`src/rtl/pc_fetch_ctrl_if.sv`:
```
// Front-end fetch bus: execute redirect, instruction-memory handshake and decode delivery.
// master = pc_fetch_ctrl, slave = the memory/decode side.
interface pc_fetch_ctrl_if;
  logic        branch_valid;
  logic [31:0] branch_pc;
  logic        stall;
  logic        imem_req;
  logic [31:0] imem_addr;
  logic        imem_gnt;
  logic        imem_rvalid;
  logic [31:0] imem_rdata;
  logic        if_valid;
  logic [31:0] if_pc;
  logic [31:0] if_inst;
  logic        misalign;

  modport master (
    input  branch_valid, branch_pc, stall, imem_gnt, imem_rvalid, imem_rdata,
    output imem_req, imem_addr, if_valid, if_pc, if_inst, misalign
  );

  modport slave (
    output branch_valid, branch_pc, stall, imem_gnt, imem_rvalid, imem_rdata,
    input  imem_req, imem_addr, if_valid, if_pc, if_inst, misalign
  );
endinterface

```
`src/rtl/pc_fetch_ctrl.sv`:
```
// PC sequencing and single-outstanding instruction fetch with redirect flush.
// Optional misaligned-redirect trap enabled by defining PC_ALIGN_CHK_EN.
//
// state | meaning
// BOOT  | first cycle after reset release; any stray response is ignored
// REQ   | request pc (req held low while decode slot is full and stalled)
// WAIT  | one request outstanding; kill drops its response
// HOLD  | response parked in buffer until decode releases stall
module pc_fetch_ctrl #(
  parameter logic [31:0] RESET_PC = 32'h0000_0000,
  parameter logic [31:0] TRAP_PC  = 32'h0000_0100
) (
  input  logic clk,
  input  logic rst_n,
  pc_fetch_ctrl_if.master bus
);

  typedef enum logic [1:0] {BOOT, REQ, WAIT, HOLD} state_t;

  localparam logic [31:0] NOP = 32'h0000_0013;

  state_t      state, state_d;
  logic [31:0] pc, pc_d;
  logic [31:0] fetch_pc, fetch_pc_d;
  logic        kill, kill_d;
  logic        out_valid, out_valid_d;
  logic [31:0] out_pc, out_pc_d;
  logic [31:0] out_inst, out_inst_d;
  logic [31:0] buf_pc, buf_pc_d;
  logic [31:0] buf_inst, buf_inst_d;

  logic        slot_busy;
  logic        req;
  logic        granted;
  logic        misaligned;
  logic [31:0] redirect_pc;

`ifdef PC_ALIGN_CHK_EN
  logic misalign_q;

  assign misaligned = |bus.branch_pc[1:0];

  always_ff @(posedge clk or negedge rst_n) begin
    if (!rst_n) misalign_q <= 1'b0;
    else        misalign_q <= bus.branch_valid & misaligned;
  end

  assign bus.misalign = misalign_q;
`else
  assign misaligned   = 1'b0;
  assign bus.misalign = 1'b0;
`endif

  assign redirect_pc = misaligned ? {TRAP_PC[31:2], 2'b00}
                                  : {bus.branch_pc[31:2], 2'b00};

  assign slot_busy = out_valid & bus.stall;
  assign req       = (state == REQ) & ~slot_busy;
  assign granted   = req & bus.imem_gnt;

  always_ff @(posedge clk or negedge rst_n) begin
    if (!rst_n) begin
      state     <= BOOT;
      pc        <= {RESET_PC[31:2], 2'b00};
      fetch_pc  <= {RESET_PC[31:2], 2'b00};
      kill      <= 1'b0;
      out_valid <= 1'b0;
      out_pc    <= 32'h0;
      out_inst  <= NOP;
      buf_pc    <= 32'h0;
      buf_inst  <= NOP;
    end else begin
      state     <= state_d;
      pc        <= pc_d;
      fetch_pc  <= fetch_pc_d;
      kill      <= kill_d;
      out_valid <= out_valid_d;
      out_pc    <= out_pc_d;
      out_inst  <= out_inst_d;
      buf_pc    <= buf_pc_d;
      buf_inst  <= buf_inst_d;
    end
  end

  always_comb begin
    state_d     = state;
    pc_d        = pc;
    fetch_pc_d  = fetch_pc;
    kill_d      = kill;
    out_valid_d = out_valid;
    out_pc_d    = out_pc;
    out_inst_d  = out_inst;
    buf_pc_d    = buf_pc;
    buf_inst_d  = buf_inst;

    if (out_valid && !bus.stall) out_valid_d = 1'b0;

    case (state)
      BOOT: state_d = REQ;
      REQ: begin
        if (granted) begin
          fetch_pc_d = pc;
          pc_d       = pc + 32'd4;
          state_d    = WAIT;
        end
      end
      WAIT: begin
        if (bus.imem_rvalid) begin
          if (kill) begin
            kill_d  = 1'b0;
            state_d = REQ;
          end else if (!slot_busy) begin
            out_valid_d = 1'b1;
            out_pc_d    = fetch_pc;
            out_inst_d  = bus.imem_rdata;
            state_d     = REQ;
          end else begin
            buf_pc_d   = fetch_pc;
            buf_inst_d = bus.imem_rdata;
            state_d    = HOLD;
          end
        end
      end
      HOLD: begin
        if (!bus.stall) begin
          out_valid_d = 1'b1;
          out_pc_d    = buf_pc;
          out_inst_d  = buf_inst;
          state_d     = REQ;
        end
      end
      default: state_d = BOOT;
    endcase

    // Redirect overrides everything above; leaving HOLD discards the buffer.
    if (bus.branch_valid) begin
      out_valid_d = 1'b0;
      pc_d        = redirect_pc;
      case (state)
        REQ: begin
          if (granted) begin
            kill_d  = 1'b1;
            state_d = WAIT;
          end else begin
            state_d = REQ;
          end
        end
        WAIT: begin
          if (bus.imem_rvalid) begin
            kill_d  = 1'b0;
            state_d = REQ;
          end else begin
            kill_d  = 1'b1;
          end
        end
        HOLD:    state_d = REQ;
        default: state_d = REQ;
      endcase
    end
  end

  assign bus.imem_req  = req;
  assign bus.imem_addr = pc;
  assign bus.if_valid  = out_valid;
  assign bus.if_pc     = out_pc;
  assign bus.if_inst   = out_inst;

endmodule

```
`src/flat_wrapper.sv`:
```
// flat-port wrapper written by rule: the top's interface ports become plain ports
module pc_fetch_ctrl_flat 
#(
  parameter logic [31:0] RESET_PC = 32'h0000_0000,
  parameter logic [31:0] TRAP_PC  = 32'h0000_0100
)
  (clk, rst_n, bus_branch_valid, bus_branch_pc, bus_stall, bus_imem_gnt, bus_imem_rvalid, bus_imem_rdata, bus_imem_req, bus_imem_addr, bus_if_valid, bus_if_pc, bus_if_inst, bus_misalign);
  pc_fetch_ctrl_if bus_i ();
  input  logic clk;
  input  logic rst_n;
  input wire logic [$bits(bus_i.branch_valid)-1:0] bus_branch_valid;
  input wire logic [$bits(bus_i.branch_pc)-1:0] bus_branch_pc;
  input wire logic [$bits(bus_i.stall)-1:0] bus_stall;
  input wire logic [$bits(bus_i.imem_gnt)-1:0] bus_imem_gnt;
  input wire logic [$bits(bus_i.imem_rvalid)-1:0] bus_imem_rvalid;
  input wire logic [$bits(bus_i.imem_rdata)-1:0] bus_imem_rdata;
  output wire logic [$bits(bus_i.imem_req)-1:0] bus_imem_req;
  output wire logic [$bits(bus_i.imem_addr)-1:0] bus_imem_addr;
  output wire logic [$bits(bus_i.if_valid)-1:0] bus_if_valid;
  output wire logic [$bits(bus_i.if_pc)-1:0] bus_if_pc;
  output wire logic [$bits(bus_i.if_inst)-1:0] bus_if_inst;
  output wire logic [$bits(bus_i.misalign)-1:0] bus_misalign;
  assign bus_i.branch_valid = bus_branch_valid;
  assign bus_i.branch_pc = bus_branch_pc;
  assign bus_i.stall = bus_stall;
  assign bus_i.imem_gnt = bus_imem_gnt;
  assign bus_i.imem_rvalid = bus_imem_rvalid;
  assign bus_i.imem_rdata = bus_imem_rdata;
  assign bus_imem_req = bus_i.imem_req;
  assign bus_imem_addr = bus_i.imem_addr;
  assign bus_if_valid = bus_i.if_valid;
  assign bus_if_pc = bus_i.if_pc;
  assign bus_if_inst = bus_i.if_inst;
  assign bus_misalign = bus_i.misalign;
  pc_fetch_ctrl #(.RESET_PC(RESET_PC), .TRAP_PC(TRAP_PC)) u_core (.clk(clk), .rst_n(rst_n), .bus(bus_i));
endmodule
```
`config.mk`:
```
export PLATFORM = sky130hd
export DESIGN_NAME = pc_fetch_ctrl_flat
export DESIGN_NICKNAME = d
export VERILOG_FILES = /design/src/rtl/pc_fetch_ctrl_if.sv /design/src/rtl/pc_fetch_ctrl.sv /design/src/flat_wrapper.sv
export SDC_FILE = /design/constraint.sdc
export NUM_CORES = 1
export LEC_CHECK = 0
export CORE_UTILIZATION = 42
export DETAILED_ROUTE_END_ITERATION = 8
export DONT_BUFFER_PORTS = 1
export GPL_ROUTABILITY_DRIVEN = 0
export MAX_ROUTING_LAYER = met4
export PLACE_DENSITY = 0.58
export SKIP_CTS_REPAIR_TIMING = 1
export SLEW_MARGIN = 20
export SYNTH_ARGS = -nofsm -noshare
export SYNTH_HDL_FRONTEND = slang
export SYNTH_SLANG_ARGS = --single-unit
```
`constraint.sdc`:
```
create_clock -name clk -period 2.7 [get_ports clk]
set_clock_uncertainty 0.1 [all_clocks]
set_input_delay 0.81 -clock clk [delete_from_list [all_inputs] [get_ports clk]]
set_output_delay 0.81 -clock clk [all_outputs]
set_load 0.05 [all_outputs]
```
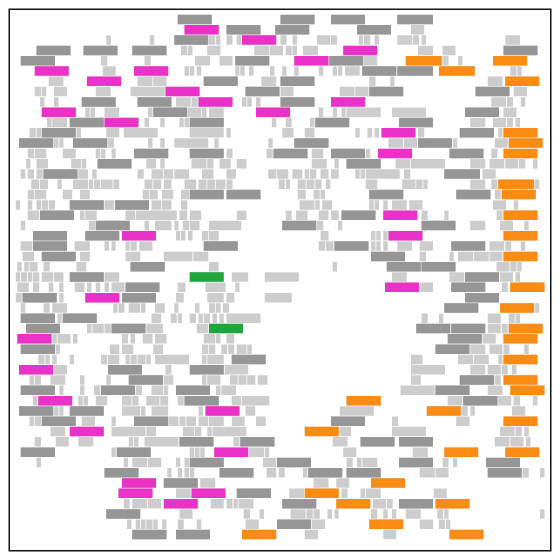
**Above:** run 1 (register map, names as in the netlist).
Other sequential cells in the stronger gray, the rest of the logic in the fainter gray.
Green stands for `u_core.state`, flops 2. Orange stands for `u_core.bus.if_inst`, flops 32. Magenta stands for `u_core.buf_pc`, flops 30, where spread over the die.
flop share of the area: 50.48%
sequential cell power: 5.54 mW

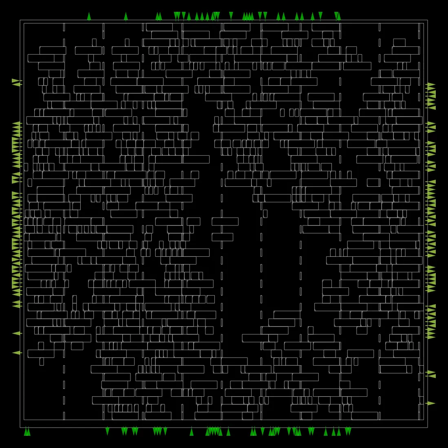
**Above:** run 1 (placed standard cells).
core region area: 19400 µm²
Tapcells: 265
Final Util: 48.12%

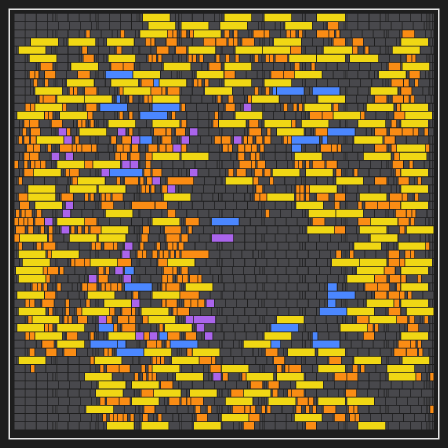
**Above:** run 1 (cell classes on the final placement).
Fill, decap, tap and diode cells in gray.
Blue stands for clock drivers and dummy loads, cells 32. Purple stands for other buffers and delay cells, cells 37. Orange stands for all other logic, cells 531. Yellow stands for flops, cells 188.
Finished Cell Area: 9334 µm²
Rows: 51

-- run 1: cell usage after synthesis (5+ instances only) --
master	n	area, µm²
dfrtp_1	182	4554
xor2_1	16	140.1
clkbuf_1	27	101.4
dfstp_2	6	157.7
a21oi_1	5	25.02
nand2_1	188	705.7
o21ai_0	92	460.4
xnor2_1	10	87.58
nand4_1	9	56.30
ha_1	6	75.07
nor2_1	13	48.80
mux2i_1	63	630.6
mux2_2	64	720.7
inv_1	5	18.77
buf_4	5	37.54
nand3_1	15	75.07
buf_2	8	40.04
and2_1	6	37.54
-- run 1: per-layer routing --
metal	vias to the layer above	routed length [µm]	GRT usage [%]
li1	2605	-	-
met1	2653	7788	22.14
met2	124	8768	31.71
met3	11	1410	6.898
met4	0	182	5.490
met5	-	0	-
==> results.cfg, run 1 <==
; generated from flow reports
[status]
status = finished, violations left
violations = negative hold slack

[layout]
layout_top_cells = nand2_1, dfrtp_1, o21ai_0
drive_gt1_share_pct = 19.29
areaGrowthSynthToFinish_pct = 12.43
signal_buffers = 37
flop_area_um2 = 4712
nMultiInputCombCells = 525
sh_comb_area_pct = 36.47
nFillCells = 1828
final_nets = 851
dominant_cells = flip-flops and latches
nNonClkInverters = 6
num-clock-buffers = 20
lay_top_count = nand2_1
buf_share_pct = 3.244
comb_area_um2 = 3405
seq_cell_count = 188
finalNonFillerCells = 1053
clock_cell_area_share_pct = 6.005
diodes = 0

[synthesis]
synthSimpleGateAreaFrac_pct = 13.46
synth_area_per_cell_um2 = 10.91
synth_seq_share_pct = 56.76
ys.flops = 188
fa_ha_area_share_pct = 0.9043
synth-compound-area-share_pct = 6.933
yosys_warnings = 0
ys_sh_xor_pct = 2.743
synth-edff-count = 0
ys_cells = 761
async_flop_share_pct = 100.0
yosysUniqueCellTypes = 47
flop_cell = dfrtp_1
synth.comb.largest_family = multiplexers
syn_inst = 761
syn-cell-area_um2 = 8302
ys_sh_mux_pct = 16.28
ys_area_um2 = 8302

[pwr]
combPwrFrac_pct = 20.4
maxPowerGroup = registers
p_int_mw = 5.610
power_mw = 10.00
seqPwrFrac_pct = 55.4
p_leak_nw = 4.230
pwr-share-clk_pct = 24.1
power_switching_mw = 4.392
power_density_nw_per_um2 = 1072
powerComb_mw = 2.04
swShare_pct = 43.91
p_clk_mw = 2.41
vdd_drop_max_mv = 0.6029

[detailed_routing]
wl_per_cell_um = 17.24
wl_um = 18150
vias = 5393
drt_iter0_markers = 211
drc = 0
dr.pass1.iters = 4
antenna_left = 0
vias_per_cell = 5.122

[worst_setup_path]
arrival_ns = 1.68
crit_path_max_incr_delay_ns = 0.45
worst-path-max-fanout = 6
r2r_start = u_core.state[1]
cp-end-kind = output pin
endpoint = bus_imem_req
r2r_slack_ns = 0.33
crit_slowest_cell = dfrtp_1
cp.required_ns = 1.79
criticalPathCategory = reg2out
r2r_cells = 7
r2r_end = u_core.bus.imem_addr[29]
crit_path_start_kind = flop
crit_buf_inv = 3
cpMostUsedCell = inv_1
cp.depth = 5
cp_top_family = flip-flops
crit_start = u_core.state[1]
path_cells = inv_1 > ha_2 > inv_1 > nor2_1 > buf_4

[final_timing]
slew_headroom_pct = 41.03
fmax_mhz = 386.2
whs_ns = -0.02614
finalClockPeriodUsage_pct = 95.89
worst_slack_ns = 0.1110
finalSetupTns_ns = 0
hold_violations = 27
tightest_slew_ns = 0.8845
drv_slew = 0
layout_min_cycle_time_ns = 2.589
setup_viol = 0
rsz0062_at_grt = false

[place]
place_inst = 1021
io_buffers = 0
place_area_um2 = 8771
hpwl_um = 12040
pre_cts_ws_ns = 0.2270

[clock_network]
h-tree-depth = 4
cts_root_buf = clkbuf_16
cts_buffers = 17
cts_tree = built
cts_buffer_depth = 2
clock_latency_ns = 0.43
cts_sinks = 188
path_clk_slew_ns = 0.07

[global_route]
grt_pass1_vias = 5604
grtUsageTotal_pct = 19.29
grt_antenna_before_repair = 0
grt_remaining_overflow = 0
grt_pass1_wl_um = 29170
grt_max_degree = 189

[flow_run]
tool_warnings = 35
cap_violations = 0

[die]
chip_area_um2 = 20330
pin_count = 169
die_y_um = 142.6
dieWidth_um = 142.6
initial_utilization_pct = 42.80

[min_path]
hp-class = in2async
**Run 1: zoomed window**

Scale bar: 20 µm. Region (11, 11) to (61, 61) µm. Cells in gray, sequential cells in the stronger gray; small squares are vias.
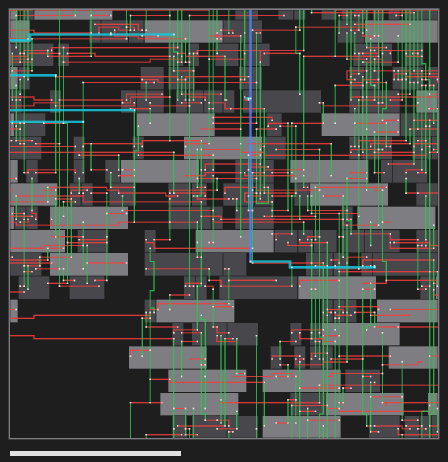

==> inputs of run 2 (changes only) <==
ABC_AREA = 0   (was not set)
CAP_MARGIN = 20   (was not set)
DONT_BUFFER_PORTS = not set   (was 1)
PLACE_DENSITY = 0.69   (was 0.58)
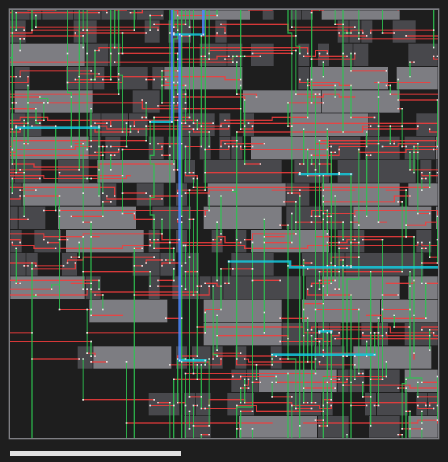
**Above:** run 2 (zoomed window).
Scale bar: 20 µm. Region (11, 11) to (61, 61) µm. Cells in gray, sequential cells in the stronger gray; small squares are vias.
Red stands for met1. Cyan stands for met3. Green stands for met2. Blue stands for met4.
Most frequent: nand2_1 (43), dfrtp_1 (30), o21ai_0 (17). 150 logic cells have their middle in the window. Netlist names of flops here include `u_core.bus.imem_addr` (13), `u_core.buf_pc` (7), `u_core.fetch_pc` (7). Sequential cells in the window: 30.

==> results.cfg, run 2 <==
; generated from flow reports
[place]
pre_cts_ws_ns = -0.06528
place_inst = 1179
hpwl_um = 12400

[pwr]
power_mw = 11.28
powerComb_mw = 4.66
powerSeq_mw = 4.04
swShare_pct = 40.39
maxPowerGroup = combinational cells
pwr-share-clk_pct = 22.9
seqPwrFrac_pct = 35.8
power_switching_mw = 4.556
power_density_nw_per_um2 = 1015

[clock_network]
cts_buffers = 17
cts_sinks = 188

[synthesis]
top_cell_area_share_pct = 54.86
synth_seq_share_pct = 56.76
ys_sh_xor_pct = 2.743
yosys_warnings = 0
ys_area_um2 = 8302
ys.flops = 188
syn-cell-area_um2 = 8302
ys_sh_mux_pct = 16.28
synth-edff-count = 0
syn_inst = 761
synthSimpleGateAreaFrac_pct = 13.46
synth.comb.largest_family = multiplexers
yosysUniqueCellTypes = 47
area_leaders = dfrtp_1, mux2_2, nand2_1
fa_ha_area_share_pct = 0.9043
flop_cell = dfrtp_1
synth_area_per_cell_um2 = 10.91
common_cells = nand2_1, dfrtp_1, o21ai_0
async_flop_share_pct = 100.0
synth_dominant_cell_count = nand2_1
ys_cells = 761
synth-compound-area-share_pct = 6.933

[min_path]
hp-class = in2async

[flow_run]
cap_violations = 0
tool_warnings = 32

[die]
core_um2 = 19400
row_count = 51
die_y_um = 142.6
taps = 265
chip_area_um2 = 20330
dieWidth_um = 142.6
initial_utilization_pct = 42.80

[detailed_routing]
dr.pass1.iters = 4
wl_met3_um = 698
wl_um = 17640
vias = 5881
vias_per_cell = 4.856
wl_per_cell_um = 14.57

[final_timing]
tightest_slew_ns = 0.5703
finalClockPeriodUsage_pct = 97.95
hold_violations = 0
finalSetupTns_ns = 0
worst_slack_ns = 0.05532
slew_headroom_pct = 61.86
layout_min_cycle_time_ns = 2.645
fmax_mhz = 378.1
drv_slew = 0

[worst_setup_path]
cp-end-kind = output pin
r2r_start = u_core.state[1]
crit_path_start_kind = flop
arrival_ns = 1.73
worst-path-max-fanout = 2
path_cells = clkdlybuf4s50_1
crit_slowest_cell = clkdlybuf4s50_1
cp.depth = 1

[layout]
nFillCells = 1635
seq_share_pct = 42.41
layout_top_cells = nand2_1, dfrtp_1, clkdlybuf4s50_1
final_nets = 1009
diodes = 0
buf_share_pct = 18.16
finalNonFillerCells = 1211
clock_cell_area_share_pct = 5.552
nNonClkInverters = 6
lay_top_count = nand2_1
areaGrowthSynthToFinish_pct = 33.84
nMultiInputCombCells = 525
drive_gt1_share_pct = 16.38
seq_cell_count = 188
comb_area_um2 = 3410
sh_comb_area_pct = 30.69

[global_route]
grt_max_degree = 63
grt_remaining_overflow = 0
busiest_layer = met2
use_met2_pct = 27.30
met1_usage_pct = 26.86

[status]
status = completed
-- run 2: worst max path at each step --
stage / endpoint / startpoint / slack (ns)
floorplan: bus_imem_req / bus_stall / 0.07
global placement: bus_imem_req / bus_stall / -0.07
detailed placement: bus_imem_req / bus_stall / -0.07
CTS: bus_imem_req / bus_stall / -0.08
global route: bus_if_inst[0] / u_core.bus.if_inst[0] / 0.004
finish: bus_if_inst[0] / u_core.bus.if_inst[0] / 0.06
-- run 2: per-stage QoR --
| step | hold slack (ns) | utilization [%] | instance area (µm²) |
|---|---|---|---|
| after detailed placement | 0.3686 | 53.89 | 10450 |
| after global routing | 0.2510 | 57.28 | 11110 |
| after global placement | 0.3604 | 53.89 | 10450 |
| after floorplan | 0.3616 | - | 8317 |
| after CTS | 0.2428 | 57.07 | 11070 |
| final | 0.2406 | 57.28 | 11110 |
No activity file was given, so power comes from the tool's default toggle rates.
